**src/rtl/mem_arb_pkg.sv**
```systemverilog
// Shared types and widths for the instruction/data memory arbiter.
// Both pipeline ports and the bus use these definitions.
package mem_arb_pkg;

  localparam int XLEN = 32;
  localparam int BE_W = XLEN / 8;

  typedef enum logic [2:0] {
    S_IDLE     = 3'd0,
    S_IF_REQ   = 3'd1,
    S_IF_WAIT  = 3'd2,
    S_MEM_REQ  = 3'd3,
    S_MEM_WAIT = 3'd4
  } arb_state_t;

endpackage

```
**src/rtl/mem_arbiter.sv**
```systemverilog
// Single-outstanding arbiter between fetch and load/store ports.
// The data port wins ties; fetch responses can be dropped by flush.
module mem_arbiter
  import mem_arb_pkg::*;
#(
  parameter int XLEN = mem_arb_pkg::XLEN,
  parameter int BE_W = mem_arb_pkg::BE_W
) (
  input  logic            clk,
  input  logic            rst,
  input  logic            if_req,
  input  logic [XLEN-1:0] if_addr,
  output logic [XLEN-1:0] if_rdata,
  output logic            if_valid,
  input  logic            mem_req,
  input  logic            mem_we,
  input  logic [XLEN-1:0] mem_addr,
  input  logic [XLEN-1:0] mem_wdata,
  input  logic [BE_W-1:0] mem_be,
  output logic [XLEN-1:0] mem_rdata,
  output logic            mem_valid,
  input  logic            flush,
  output logic            stall_if,
  output logic            stall_mem,
  output logic            bus_req,
  output logic            bus_we,
  output logic [XLEN-1:0] bus_addr,
  output logic [XLEN-1:0] bus_wdata,
  output logic [BE_W-1:0] bus_be,
  input  logic            bus_gnt,
  input  logic            bus_rvalid,
  input  logic [XLEN-1:0] bus_rdata
);

  arb_state_t      r_state;
  arb_state_t      w_next;
  logic            r_drop;
  logic            w_drop_nxt;
  logic            r_we;
  logic [XLEN-1:0] r_addr;
  logic [XLEN-1:0] r_wdata;
  logic [BE_W-1:0] r_be;
  logic            w_lat_mem;
  logic            w_lat_if;
  logic            w_bus_req;
  logic            w_if_valid;
  logic            w_mem_valid;

  // State and drop-flag registers
  always_ff @(posedge clk or posedge rst) begin
    if (rst) begin
      r_state <= S_IDLE;
      r_drop  <= 1'b0;
    end else begin
      r_state <= w_next;
      r_drop  <= w_drop_nxt;
    end
  end

  // Capture the request fields that the bus sees while requesting
  always_ff @(posedge clk or posedge rst) begin
    if (rst) begin
      r_we    <= 1'b0;
      r_addr  <= '0;
      r_wdata <= '0;
      r_be    <= '0;
    end else if (w_lat_mem) begin
      r_we    <= mem_we;
      r_addr  <= mem_addr;
      r_wdata <= mem_wdata;
      r_be    <= mem_be;
    end else if (w_lat_if) begin
      r_we    <= 1'b0;
      r_addr  <= if_addr;
      r_wdata <= '0;
      r_be    <= '1;
    end
  end

  // Next state, bus request and response pulses
  always_comb begin
    w_next      = r_state;
    w_drop_nxt  = r_drop;
    w_lat_mem   = 1'b0;
    w_lat_if    = 1'b0;
    w_bus_req   = 1'b0;
    w_if_valid  = 1'b0;
    w_mem_valid = 1'b0;
    unique case (r_state)
      S_IDLE: begin
        if (mem_req) begin
          w_lat_mem = 1'b1;
          w_next    = S_MEM_REQ;
        end else if (if_req && !flush) begin
          w_lat_if = 1'b1;
          w_next   = S_IF_REQ;
        end
      end
      S_IF_REQ: begin
        w_bus_req = 1'b1;
        if (bus_gnt) begin
          w_next     = S_IF_WAIT;
          w_drop_nxt = flush;
        end else if (flush) begin
          w_next = S_IDLE;
        end
      end
      S_IF_WAIT: begin
        if (bus_rvalid) begin
          w_if_valid = !r_drop && !flush;
          w_drop_nxt = 1'b0;
          w_next     = S_IDLE;
        end else if (flush) begin
          w_drop_nxt = 1'b1;
        end
      end
      S_MEM_REQ: begin
        w_bus_req = 1'b1;
        if (bus_gnt) begin
          w_next = S_MEM_WAIT;
        end
      end
      S_MEM_WAIT: begin
        if (bus_rvalid) begin
          w_mem_valid = 1'b1;
          w_next      = S_IDLE;
        end
      end
      default: begin
        w_next     = S_IDLE;
        w_drop_nxt = 1'b0;
      end
    endcase
  end

  assign bus_req   = w_bus_req;
  assign bus_we    = r_we;
  assign bus_addr  = r_addr;
  assign bus_wdata = r_wdata;
  assign bus_be    = r_be;

  assign if_valid  = w_if_valid;
  assign mem_valid = w_mem_valid;
  assign if_rdata  = bus_rdata;
  assign mem_rdata = bus_rdata;

  assign stall_if  = if_req & ~w_if_valid;
  assign stall_mem = mem_req & ~w_mem_valid;

endmodule

```
**config.mk**
```make
export PLATFORM = sky130hd
export DESIGN_NAME = mem_arbiter
export DESIGN_NICKNAME = d
export VERILOG_FILES = /design/src/rtl/mem_arb_pkg.sv /design/src/rtl/mem_arbiter.sv
export SDC_FILE = /design/constraint.sdc
export NUM_CORES = 1
export LEC_CHECK = 0
export CORE_MARGIN = 2
export CORE_UTILIZATION = 30
export DETAILED_ROUTE_END_ITERATION = 12
export PLACE_DENSITY = 0.71
export SLEW_MARGIN = 25
export SYNTH_ARGS = -nofsm -noshare
export SYNTH_HDL_FRONTEND = slang
export SYNTH_SLANG_ARGS = --single-unit
```
**constraint.sdc**
```tcl
create_clock -name clk -period 4.1 [get_ports clk]
set_input_delay 0.82 -clock clk [delete_from_list [all_inputs] [get_ports clk]]
set_output_delay 0.82 -clock clk [all_outputs]
set_load 0.02 [all_outputs]
```
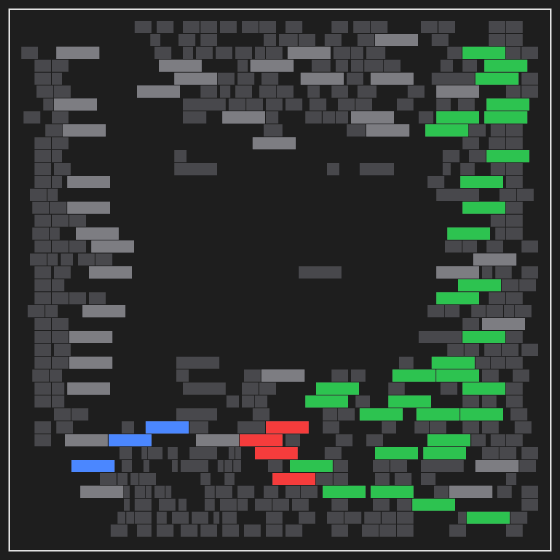
**Above:** run 1 (register map, names as in the netlist).
Other sequential cells in the stronger grey, the rest of the logic in the fainter grey.
bus_be: shown in red, placed flops 4, where south. r_state: shown in blue, placed flops 3. bus_wdata: shown in green, placed flops 32.
final core occ: 44.7%
Seq. pwr: 0.00128 W
flop share of the area: 34.5%

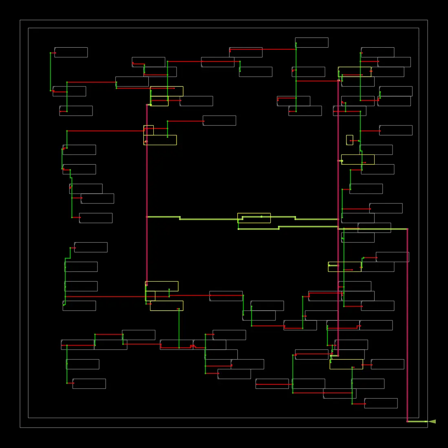
**Above:** run 1 (clock wiring as the flow saved it).
Final Skew: 6.02 ps
flip-flops: 73
Skew-Pair Late Insertion Delay: 330 ps
CTS sink cnt: 73
clock network power consumption: 0.000690 W

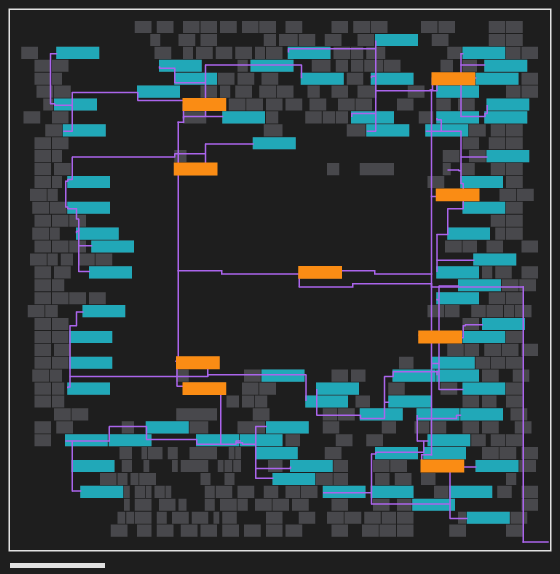
**Above:** run 1 (clock wires, drivers and flops).
Bar = 20 um.
flip-flops: shown in cyan, count 73. cells driving clock nets: shown in orange, count 9. clock wires: shown in purple, length 1010 um.
There are 10 routed clock nets.
clock share of power: 17.7%

==> out/results.tsv, run 1 <==
stage	metric	value	unit
synth	Adder Share, Synth	0	%
drt	metal2 WL	4420	um
critical_path	CP Cell Sequence	clkdlybuf4s50_1 > or4b_1 > nor3_1 > clkdlybuf4s50_1	
job	Tool Warnings	26	
final_layout	logic share of the area	21.7	%
drt	DR pass1 iterations	4	
synth	Area leader share	50.6	%
hold_path	hold path startpoint	bus_wdata[24]	
drt	met1 wire length	3700	um
drt	DR top layer	met4	
timing	final worst-path cycle share	85.8	%
synth	Commonest cells post-synth	dfrtp_1, buf_4, a22o_1	
critical_path	R2R Path Start	r_state[0]	
final_layout	Antenna diodes	0	
final_layout	CLK BUF	10	
clock_tree	CTS tree	built	
synth	Compound Share, Synth	20.0	%
final_layout	non-filler instance count after layout	561	
timing	unrepaired setup endpoints after global routing	no	
global_route	largest net degree at the start of global routing	51	
final_layout	logic area	1150	sq um
synth	MUX area fraction	0.277	%
clock_tree	clock root buffer	clkbuf_16	
power	Net Sw Frac	35.8	%
die	die width	114	um
synth	Post-Synth XOR/XNOR Area	0	%
global_route	first-pass GRT wire length	14200	um
critical_path	crit path DAT	2700	ps
final_layout	inverters	4	
placed_design	placed insts	548	
power	Leakage Power	2.21	nW
final_layout	Register Area	1830	sq um
die	core box area	11900	sq um
drt	Vias/cell	4.86	
global_route	GRT Max-Usage Layer	met2	
placed_design	count of input and output buffers	181	
critical_path	Reg2Reg Depth	4	
drt	Routed Antenna Nets	0	
placed_design	gpl congestion	0.787	
final_layout	nets	552	
synth	ys flop type	dfrtp_1	
drt	Detailed Route WL	9120	um
critical_path	crit path from	flush	
clock_tree	hold buffer count at CTS	0	
clock_tree	postcts setup bufs	0	
power	internal power	0.00250	W
final_layout	Area Overhead vs Synth	46.6	%
synth	YS chip area	3610	sq um
synth	Simple-Gate Fraction of Synth Area	11.1	%
final_layout	Comb gates	138	
global_route	Global Route met3 Usage	3.99	%
hold_path	hold path depth	1	
die	Die Span Y	114	um
timing	final max-slew violation count	0	
power	Logic power comb	0.00193	W
clock_tree	Num CTS Buffers	9	
clock_tree	CTS max path bufs	2	
critical_path	cell repeated most along the worst path	clkdlybuf4s50_1	
clock_tree	post-cts gate resize count	0	
final_layout	share of layout cells above drive strength 1	11.6	%
timing	f_max	284	MHz
synth	largest area contributor in the netlist	dfrtp_1	
critical_path	Worst Path Buf+Inv	2	
timing	relative slew slack	43.7	%
die	TAP cells	147	
run_status	run status	completed	
critical_path	Worst EP required	3280	ps
synth	Syn Inst Count	298	
global_route	global routing usage on met2	23.6	%
final_layout	nonclk buf count	186	
synth	Post-Syn Area per Cell	12.1	sq um
drt	routed len/inst	16.3	um
synth	Post-synth seq share	50.6	%
synth	cells in synth_stat.txt	298	
drt	initial drt markers	135	
synth	main area contributors	dfrtp_1, buf_4, a22o_1, a221o_1, and2_2	
critical_path	delay-heaviest family, CP	buffers and inverters	
global_route	GRT Util Overall	14.1	%
power	Tot Pwr	0.00389	W
synth	#FFs+latches synth	73	
synth	Post-synth ARST share	100	%
power	maximum vdd drop	239	uV
critical_path	Setup crit end	if_valid	
hold_path	Worst Hold Endpoint	bus_wdata[24]	
critical_path	Crit Reg-Reg Endpoint	bus_addr[21]	
--- run 2 (diff from run 1) ---
--- a/config.mk
+++ b/config.mk
@@ -7,6 +7,7 @@
 export LEC_CHECK = 0
 export CORE_MARGIN = 2
 export CORE_UTILIZATION = 30
+export CTS_CLUSTER_SIZE = 30
 export DETAILED_ROUTE_END_ITERATION = 12
 export PLACE_DENSITY = 0.71
 export SLEW_MARGIN = 25
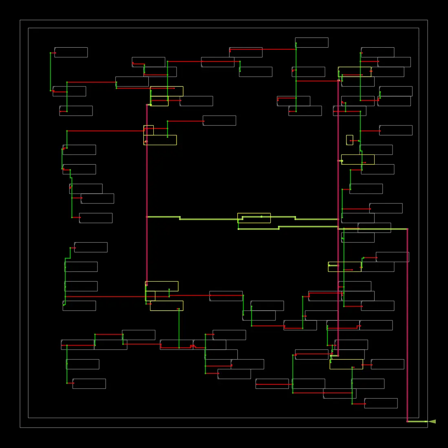
**Above:** run 2 (clock wiring as the flow saved it).
Num CTS Buffers: 9
CLK BUF: 10

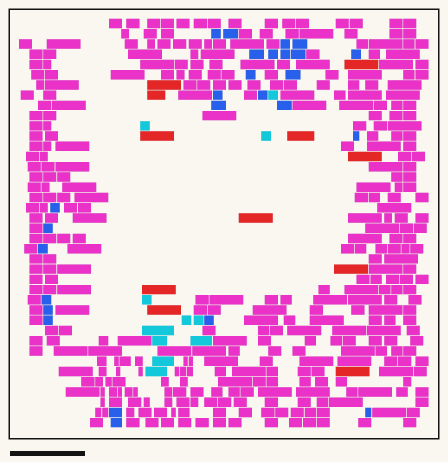
**Above:** run 2 (drive-strength map).
Bar = 20 um.
drive 2: shown in blue, cells 26, share 6.3%, most used and2_2. drive 3 to 4: shown in cyan, cells 11, share 2.7%, most used buf_4. drive 1 or less: shown in magenta, cells 366, share 88%, most used clkdlybuf4s50_1. drive 6 and up: shown in red, cells 11, share 2.7%, most used clkbuf_16.

==> run 2 against run 1 <==
  * Area after synthesis unchanged
  * Worst setup slack is the same
  * Via count stayed put
  * Final area unchanged
  * Final cell count unchanged
  * Power did not move
  * Register-to-register slack about the same
  * Maximum frequency unchanged
==> out/results.tsv, run 2 <==
stage	metric	value	unit	change
run_status	run status	completed		unchanged
final_layout	flop share of the area	34.5	%	unchanged
power	Net Sw Frac	35.8	%	unchanged
final_layout	nets	552		unchanged
power	clock share of power	17.7	%	about the same
final_layout	Antenna diodes	0		unchanged
die	die width	114	um	unchanged
final_layout	nonclk buf count	186		unchanged
synth	MUX area fraction	0.277	%	unchanged
power	Leakage Power	2.21	nW	unchanged
drt	DR top layer	met4		unchanged
critical_path	R2R Path Start	r_state[0]		unchanged
synth	Post-Synth XOR/XNOR Area	0	%	unchanged
critical_path	Reg2Reg Depth	4		unchanged
critical_path	Crit Reg-Reg Endpoint	bus_addr[21]		unchanged
final_layout	Register Area	1830	sq um	unchanged
global_route	largest net degree at the start of global routing	51		unchanged
drt	routed len/inst	16.3	um	unchanged
global_route	GRT Max-Usage Layer	met2		unchanged
final_layout	flip-flops	73		unchanged
final_layout	inverters	4		unchanged
timing	unrepaired setup endpoints after global routing	no		unchanged
power	clock network power consumption	0.000690	W	about the same
power	Seq. pwr	0.00128	W	about the same
drt	met1 wire length	3700	um	unchanged
critical_path	Setup crit end	if_valid		unchanged
synth	YS chip area	3610	sq um	unchanged
hold_path	hold path startpoint	bus_wdata[24]		unchanged
timing	f_max	284	MHz	unchanged
drt	DR pass1 iterations	4		unchanged
synth	Post-synth seq share	50.6	%	unchanged
critical_path	crit path from	flush		unchanged
timing	Final Skew	6.02	ps	unchanged
final_layout	Comb gates	138		unchanged
power	internal power	0.00250	W	unchanged
critical_path	crit path DAT	2700	ps	about the same
final_layout	logic area	1150	sq um	unchanged
placed_design	count of input and output buffers	181		unchanged
drt	metal2 WL	4420	um	unchanged
synth	Post-synth ARST share	100	%	unchanged
job	Tool Warnings	26		unchanged
power	Logic power comb	0.00193	W	about the same
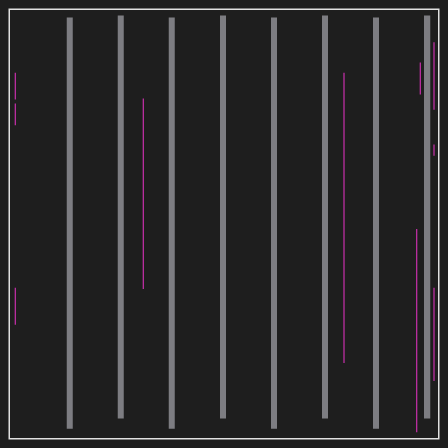
**Above:** run 2 (signal wires on met4).
Supply wires on this layer in grey.
The longest straight run is 76.8 um. 9 nets have wire on it.
Detailed Route WL: 9120 um
DR vias: 2725

**Run 2: register map, names as in the netlist**

Other sequential cells in the stronger grey, the rest of the logic in the fainter grey.
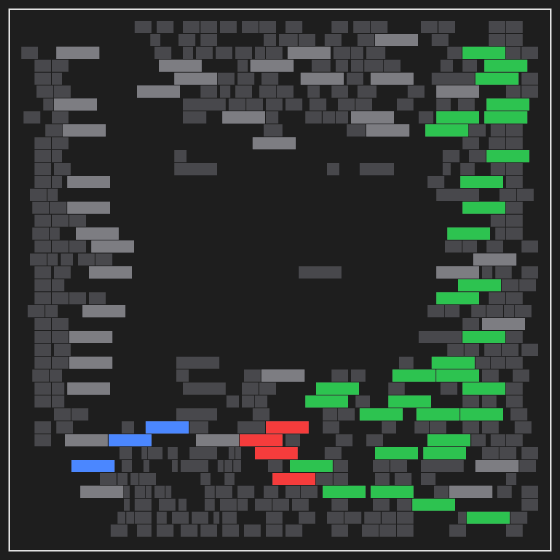

--- run 3 (diff from run 2) ---
--- a/config.mk
+++ b/config.mk
@@ -5,7 +5,6 @@
 export SDC_FILE = /design/constraint.sdc
 export NUM_CORES = 1
 export LEC_CHECK = 0
-export CORE_MARGIN = 2
 export CORE_UTILIZATION = 30
 export CTS_CLUSTER_SIZE = 30
 export DETAILED_ROUTE_END_ITERATION = 12
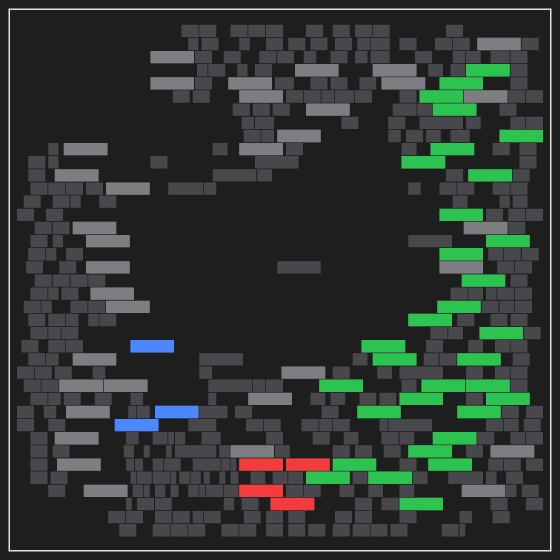
**Above:** run 3 (register map, names as in the netlist).
Other sequential cells in the stronger grey, the rest of the logic in the fainter grey.
bus_wdata: shown in green, placed flops 32, where a column on the right. bus_be: shown in red, placed flops 4, where south. r_state: shown in blue, placed flops 3.
Another 34 sequential cells are not coloured.
flop share of the area: 34.2%
Register Area: 1830 sq um
Seq. pwr: 0.00129 W

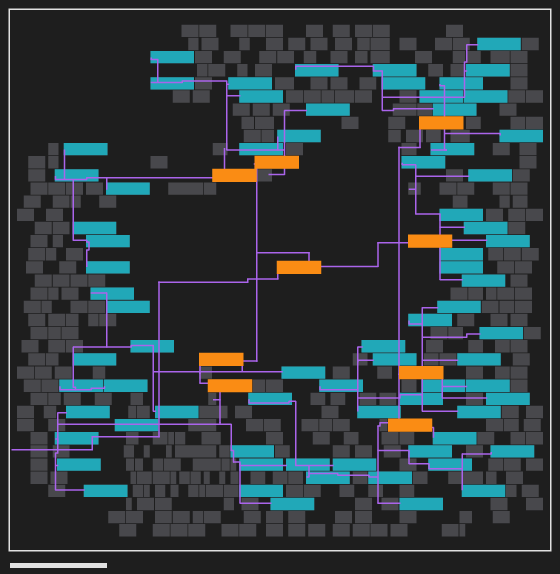
**Above:** run 3 (clock wires, drivers and flops).
Bar = 20 um.
clock wires: shown in purple, length 1020 um. flip-flops: shown in cyan, count 73. cells driving clock nets: shown in orange, count 9.
There are 10 routed clock nets.
Final Skew: 7.02 ps
clock share of power: 18.5%
Skew-Pair Late Insertion Delay: 320 ps

==> run 3 against run 2 <==
  * The flow now finishes with violations (DRC)
  * Wire length grew 5.1%
  * Utilization grew 1.5 points
  * Global-route usage grew 1.4 points
==> out/results.tsv, run 3 <==
stage	metric	value	unit	change
synth	Mapped Area	3610	sq um	unchanged
drt	DR vias	2765		was 2725
power	internal power	0.00251	W	was 0.00250 W
synth	Compound Share, Synth	20.0	%	unchanged
critical_path	Reg2Reg Depth	4		unchanged
clock_tree	hold buffer count at CTS	0		unchanged
final_layout	post-route cell area	5330	sq um	was 5300 sq um
synth	YS chip area	3610	sq um	unchanged
clock_tree	postcts setup bufs	0		unchanged
drt	metal2 WL	4810	um	was 4420 um
run_status	failing checks	DRC		
critical_path	Crit Reg-Reg Endpoint	bus_addr[25]		was bus_addr[21]
hold_path	hold path depth	1		unchanged
drt	Vias/cell	4.93		was 4.86
critical_path	R2R Path Start	r_state[0]		unchanged
clock_tree	clock root buffer	clkbuf_16		unchanged
critical_path	CP max stage delay	650	ps	about the same
synth	Post-synth seq share	50.6	%	unchanged
synth	largest area contributor in the netlist	dfrtp_1		unchanged
critical_path	cell repeated most along the worst path	clkdlybuf4s50_1		unchanged
hold_path	hold path startpoint	bus_wdata[19]		was bus_wdata[24]
die	die width	112	um	was 114 um
final_layout	logic area	1150	sq um	unchanged
final_layout	flip-flops	73		unchanged
power	Leakage Power	2.23	nW	was 2.21 nW
drt	initial drt markers	164		was 135
global_route	GRT Util Overall	15.5	%	was 14.1%
final_layout	inverters	4		unchanged
drt	DR top layer	met4		unchanged
drt	DR pass1 iterations	12		was 4
final_layout	nets	553		was 552
die	Die Span Y	112	um	was 114 um
global_route	largest net degree at the start of global routing	74		was 51
synth	Adder Share, Synth	0	%	unchanged
critical_path	delay-heaviest family, CP	buffers and inverters		unchanged
global_route	Global Route met3 Usage	4.19	%	was 3.99%
critical_path	crit path from	flush		unchanged
final_layout	logic share of the area	21.6	%	was 21.7%
power	Tot Pwr	0.00395	W	was 0.00389 W
critical_path	CP Cell Sequence	clkdlybuf4s50_1 > or4b_1 > nor3_1 > clkdlybuf4s50_1		unchanged
synth	Post-synth ARST share	100	%	unchanged
drt	routed len/inst	17.1	um	was 16.3 um
job	Tool Warnings	26		unchanged
synth	main area contributors	dfrtp_1, buf_4, a22o_1, a221o_1, and2_2		unchanged
critical_path	Worst EP required	3280	ps	about the same
timing	relative slew slack	50.6	%	was 43.7%
synth	cells in synth_stat.txt	298		unchanged
placed_design	gpl congestion	0.792		was 0.787
drt	Detailed Route WL	9590	um	was 9120 um
synth	Post-Synth XOR/XNOR Area	0	%	unchanged
critical_path	CP Launch Type	input port		unchanged
synth	MUX area fraction	0.277	%	unchanged
timing	f_max	285	MHz	was 284 MHz
critical_path	Setup crit end	if_valid		unchanged
final_layout	Comb gates	138		unchanged
synth	Post-Syn Area per Cell	12.1	sq um	unchanged
clock_tree	CTS max path bufs	2		unchanged
final_layout	Antenna diodes	0		unchanged
power	maximum vdd drop	254	uV	was 239 uV
global_route	GRT Max-Usage Layer	met2		unchanged
placed_design	placed insts	544		was 548
drt	drt drc	19		was 0
run_status	run status	complete, but fails checks		was completed
final_layout	final core occ	46.1	%	was 44.7%
critical_path	Worst Path Buf+Inv	2		unchanged
timing	minimum clock period	3510	ps	was 3520 ps
timing	final max-slew violation count	0		unchanged
final_layout	CLK BUF	10		unchanged
timing	unrepaired setup endpoints after global routing	no		unchanged
power	Logic power comb	0.00194	W	was 0.00193 W
critical_path	crit path DAT	2690	ps	was 2700 ps
die	core box area	11600	sq um	was 11900 sq um
clock_tree	CTS tree	built		unchanged
synth	#FFs+latches synth	73		unchanged
global_route	global routing usage on met2	26.0	%	was 23.6%
synth	Syn Inst Count	298		unchanged
synth	ys flop type	dfrtp_1		unchanged
synth	Commonest cells post-synth	dfrtp_1, buf_4, a22o_1		unchanged
critical_path	CP max FO	6		unchanged
power	Net Sw Frac	36.4	%	was 35.8%
synth	Simple-Gate Fraction of Synth Area	11.1	%	unchanged
final_layout	non-filler instance count after layout	561		unchanged
hold_path	Worst Hold Endpoint	bus_wdata[19]		was bus_wdata[24]
clock_tree	post-cts gate resize count	0		unchanged
synth	Area leader share	50.6	%	unchanged
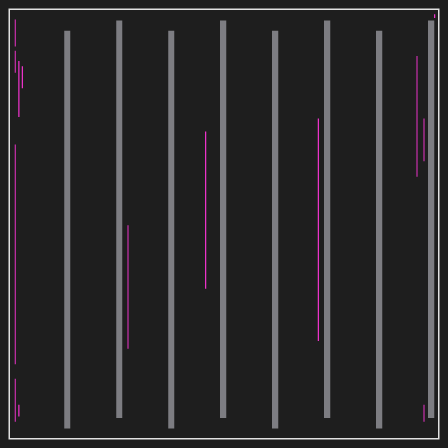
**Above:** run 3 (signal wires on met4).
Supply wires on this layer in grey.
The layer holds 2.9% of the routed length. 13 nets have wire on it. The wires run mostly vertical.

Power and IR drop assume default switching activity.
